[src/rtl/sap1_controller.sv]
`default_nettype none
// ============================================================================
// sap1_controller : SAP-1 T1..T6 ring sequencer and opcode control decode
// Revision 1.0
// ============================================================================
module sap1_controller (
  input  logic       clk,
  input  logic       rst_n,
  input  logic       run,
  input  logic [3:0] opcode,
  output logic       pc_out,
  output logic       pc_inc,
  output logic       mar_load,
  output logic       ram_out,
  output logic       ir_load,
  output logic       ir_out,
  output logic       a_load,
  output logic       a_out,
  output logic       b_load,
  output logic       out_load,
  output logic       alu_mode,
  output logic       alu_enable,
  output logic [2:0] t_state,
  output logic       instr_done,
  output logic       halted
);

  localparam logic [3:0] OP_LDA = 4'h0;
  localparam logic [3:0] OP_ADD = 4'h1;
  localparam logic [3:0] OP_SUB = 4'h2;
  localparam logic [3:0] OP_OUT = 4'hE;
  localparam logic [3:0] OP_HLT = 4'hF;

  // Encoding doubles as the t_state output: HALT reads 0, Tn reads n.
  typedef enum logic [2:0] {
    S_HALT = 3'd0,
    S_T1   = 3'd1,
    S_T2   = 3'd2,
    S_T3   = 3'd3,
    S_T4   = 3'd4,
    S_T5   = 3'd5,
    S_T6   = 3'd6
  } state_t;

  state_t state;

  always_ff @(posedge clk) begin
    if (!rst_n) begin
      state  <= S_T1;
      halted <= 1'b0;
    end else if (run) begin
      case (state)
        S_T1: state <= S_T2;
        S_T2: state <= S_T3;
        S_T3: state <= S_T4;
        S_T4: begin
          if (opcode == OP_HLT) begin
            state  <= S_HALT;
            halted <= 1'b1;
          end else begin
            state <= S_T5;
          end
        end
        S_T5:    state <= S_T6;
        S_T6:    state <= S_T1;
        default: state <= state;
      endcase
    end
  end

  assign t_state = state;

  // Control word is only driven in an active run cycle outside reset.
  always_comb begin
    pc_out     = 1'b0;
    pc_inc     = 1'b0;
    mar_load   = 1'b0;
    ram_out    = 1'b0;
    ir_load    = 1'b0;
    ir_out     = 1'b0;
    a_load     = 1'b0;
    a_out      = 1'b0;
    b_load     = 1'b0;
    out_load   = 1'b0;
    alu_mode   = 1'b0;
    alu_enable = 1'b0;
    instr_done = 1'b0;
    if (rst_n && run) begin
      case (state)
        S_T1: begin
          pc_out   = 1'b1;
          mar_load = 1'b1;
        end
        S_T2: pc_inc = 1'b1;
        S_T3: begin
          ram_out = 1'b1;
          ir_load = 1'b1;
        end
        S_T4: begin
          case (opcode)
            OP_LDA, OP_ADD, OP_SUB: begin
              ir_out   = 1'b1;
              mar_load = 1'b1;
            end
            OP_OUT: begin
              a_out    = 1'b1;
              out_load = 1'b1;
            end
            default: ;
          endcase
        end
        S_T5: begin
          case (opcode)
            OP_LDA: begin
              ram_out = 1'b1;
              a_load  = 1'b1;
            end
            OP_ADD, OP_SUB: begin
              ram_out  = 1'b1;
              b_load   = 1'b1;
              alu_mode = (opcode == OP_SUB);
            end
            default: ;
          endcase
        end
        S_T6: begin
          instr_done = 1'b1;
          if (opcode == OP_ADD || opcode == OP_SUB) begin
            alu_enable = 1'b1;
            a_load     = 1'b1;
            alu_mode   = (opcode == OP_SUB);
          end
        end
        default: ;
      endcase
    end
  end

endmodule
`default_nettype wire

[config.mk]
export PLATFORM = sky130hd
export DESIGN_NAME = sap1_controller
export DESIGN_NICKNAME = d
export VERILOG_FILES = /design/src/rtl/sap1_controller.sv
export SDC_FILE = /design/constraint.sdc
export NUM_CORES = 1
export LEC_CHECK = 0
export CAP_MARGIN = 0
export CORE_AREA = 5 5 42 44
export CTS_CLUSTER_DIAMETER = 150
export DETAILED_ROUTE_END_ITERATION = 10
export DIE_AREA = 0 0 47 49
export GPL_ROUTABILITY_DRIVEN = 1
export GPL_TIMING_DRIVEN = 0
export PLACE_DENSITY = 0.69
export SYNTH_ARGS = -nofsm -noshare
export SYNTH_HDL_FRONTEND = slang
export SYNTH_SLANG_ARGS = --single-unit
export TNS_END_PERCENT = 5
[constraint.sdc]
create_clock -name clk -period 3.1 [get_ports clk]
set_input_delay 0.62 -clock clk [delete_from_list [all_inputs] [get_ports clk]]
set_output_delay 0.62 -clock clk [all_outputs]
set_load 0.1 [all_outputs]
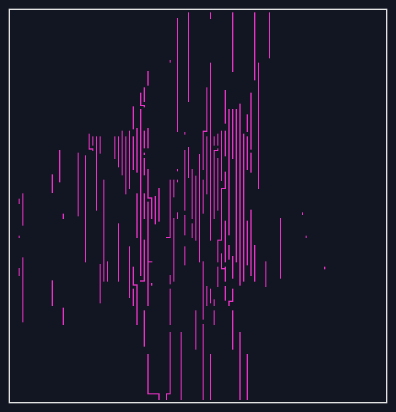
*Signal wires on met2, run 1*
Scale: 8 px per µm.
nets with wire on the layer	88
main direction	vertical
wire length on this layer	663 µm
longest straight run	22.6 µm

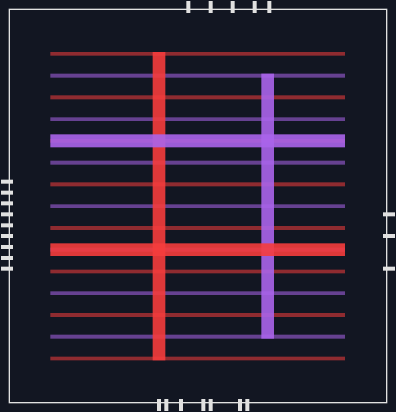
*Power grid, run 1*
Scale: 8 px per µm. Pins as bars on the die edge.
net	colour
VDD	purple
VSS	red
met5 straps	2
met4 straps	2
die y size: 49 µm
Worst IR Drop VDD: 186 µV

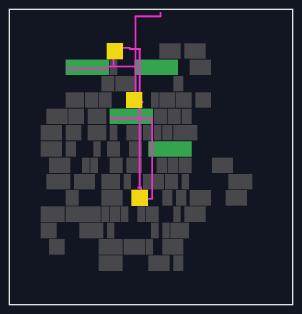
*Clock network drawn from the DEF, run 1*
Scale: 6 px per µm.
[clock wires] magenta | length: 87.2 µm
[clock-net drivers] yellow | count: 3
[flip-flops] green | count: 4
routed clock nets	4
flops lie	top middle

==> flow_summary.json, run 1 <==
{
  "cp.arrival_ns": 2.43,
  "seq_cell_count": 4,
  "grt_pass1_vias": 487,
  "sh_comb_area_pct": 46.8,
  "topCombFamilyByArea": "simple AND/OR/NAND/NOR gates",
  "cp-start-kind": "input pin",
  "final_cell_area_um2": 703,
  "fp_util_pct": 30.1,
  "synth_nets": 70,
  "stdcell_count": 103,
  "p_clk_w": 0.0000675,
  "drive_above_1_share_pct": 28.7,
  "max_slew_margin_pct": 35.3,
  "grt_overflow": 0,
  "met2_usage_pct": 18.8,
  "htree_levels": 1,
  "dp_cells": 100,
  "wl_per_cell_um": 12.6,
  "inverters": 2,
  "fillers": 149,
  "crit_start": "opcode[0]",
  "grt_first_pass_wirelength_um": 2050,
  "status": "finished clean",
  "adder_share_pct": 0,
  "num_rows": 14,
  "hp-class": "flop to flop",
  "rr_endpoint": "t_state[0]",
  "finalSetupViolCount": 0,
  "mux_area_share_pct": 2.67,
  "yosysWarnings": 0,
  "cts_buffers": 3,
  "p_comb_share_pct": 45.2,
  "period_needed_ns": 3.05,
  "wl_met2_um": 663,
  "clkSlewWorstSetupHoldPaths_ns": 0.04,
  "syn_avg_cell_area_um2": 6.69,
  "lay_top_cells": "12 x clkdlybuf4s50_1, 8 x nor2_1, 6 x nand2_1",
  "synth.cells.most_frequent": "8 x nor2_1, 6 x nand2_1, 5 x nor2b_1, 5 x nor3_1, 4 x dfxtp_1",
  "logic_gates": 51,
  "post_cts_buffers": 0,
  "drt-total-wl_um": 1300,
  "leakage_nw": 0.259,
  "p_clk_share_pct": 29.5,
  "ys_types": 26,
  "finClkSkew_ns": 0.00418
}
==> run 1 -> run 2 <==
Settings changed: CTS_BUF_LIST set to sky130_fd_sc_hd__clkbuf_8.
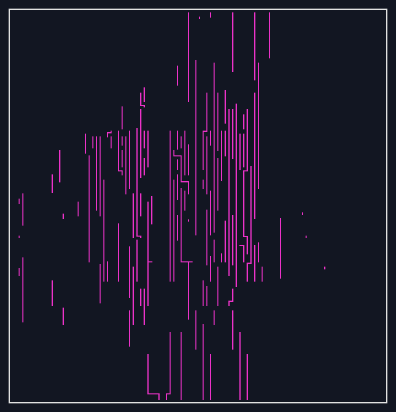
*Signal wires on met2, run 2*
Scale: 8 px per µm.
nets with wire on the layer	88
share of all routed wire	51%
longest straight run	22.8 µm
wire length on this layer	662 µm
main direction	vertical
M2 GR Usage: 18.3%
final WL: 1290 µm
Vias: 537

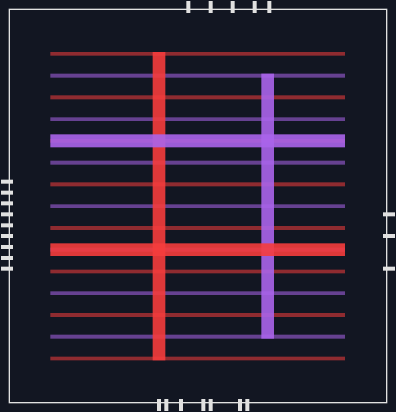
*Power grid, run 2*
Scale: 8 px per µm. Pins as bars on the die edge.
net	colour
VDD	purple
VSS	red
met4 straps	2
rows	14
met5 straps	2
met1 rails	15
Die Width: 47 µm
Worst IR Drop VDD: 201 µV
Core ar.: 0.00140 mm²

==> run 2 against run 1 <==
Worst hold slack got worse by 0.0013 ns. Clock power is 61% higher. Sequential cell count unchanged. Largest power group is now clock. Cell count stayed put. First-iteration DRC count grew 9.1%.
==> flow_summary.json, run 2 <==
{
  "lay_top_cells": "12 x clkdlybuf4s50_1, 8 x nor2_1, 6 x nand2_1",
  "synth.cells.most_frequent": "8 x nor2_1, 6 x nand2_1, 5 x nor2b_1, 5 x nor3_1, 4 x dfxtp_1",
  "syn_avg_cell_area_um2": 6.69,
  "crit_start": "opcode[0]",
  "inverters": 2,
  "fillers": 147,
  "holdPathEnd": "halted",
  "p_comb_share_pct": 38.1,
  "htree_levels": 1,
  "p_clk_share_pct": 40.4,
  "grt_first_pass_wirelength_um": 2000,
  "sh_comb_area_pct": 45.6,
  "wl_per_cell_um": 12.5,
  "p_clk_w": 0.000109,
  "ys_types": 26,
  "leakage_nw": 0.267,
  "drive_above_1_share_pct": 28.7,
  "seq_cell_count": 4,
  "adder_share_pct": 0,
  "post_cts_buffers": 0,
  "num_rows": 14,
  "clkSlewWorstSetupHoldPaths_ns": 0.03,
  "fp_util_pct": 30.1,
  "topCombFamilyByArea": "simple AND/OR/NAND/NOR gates",
  "status": "finished clean",
  "rr_endpoint": "t_state[0]",
  "mux_area_share_pct": 2.67,
  "stdcell_count": 103,
  "period_needed_ns": 3.03,
  "dp_cells": 100,
  "finClkSkew_ns": 0.00176,
  "synth_nets": 70,
  "grt_overflow": 0,
  "finalSetupViolCount": 0,
  "final_cell_area_um2": 722,
  "logic_gates": 51,
  "max_slew_margin_pct": 35.3,
  "ff2ff_path_depth": 3
}
Power figures rest on the tool's default switching activity, not on a simulated workload.
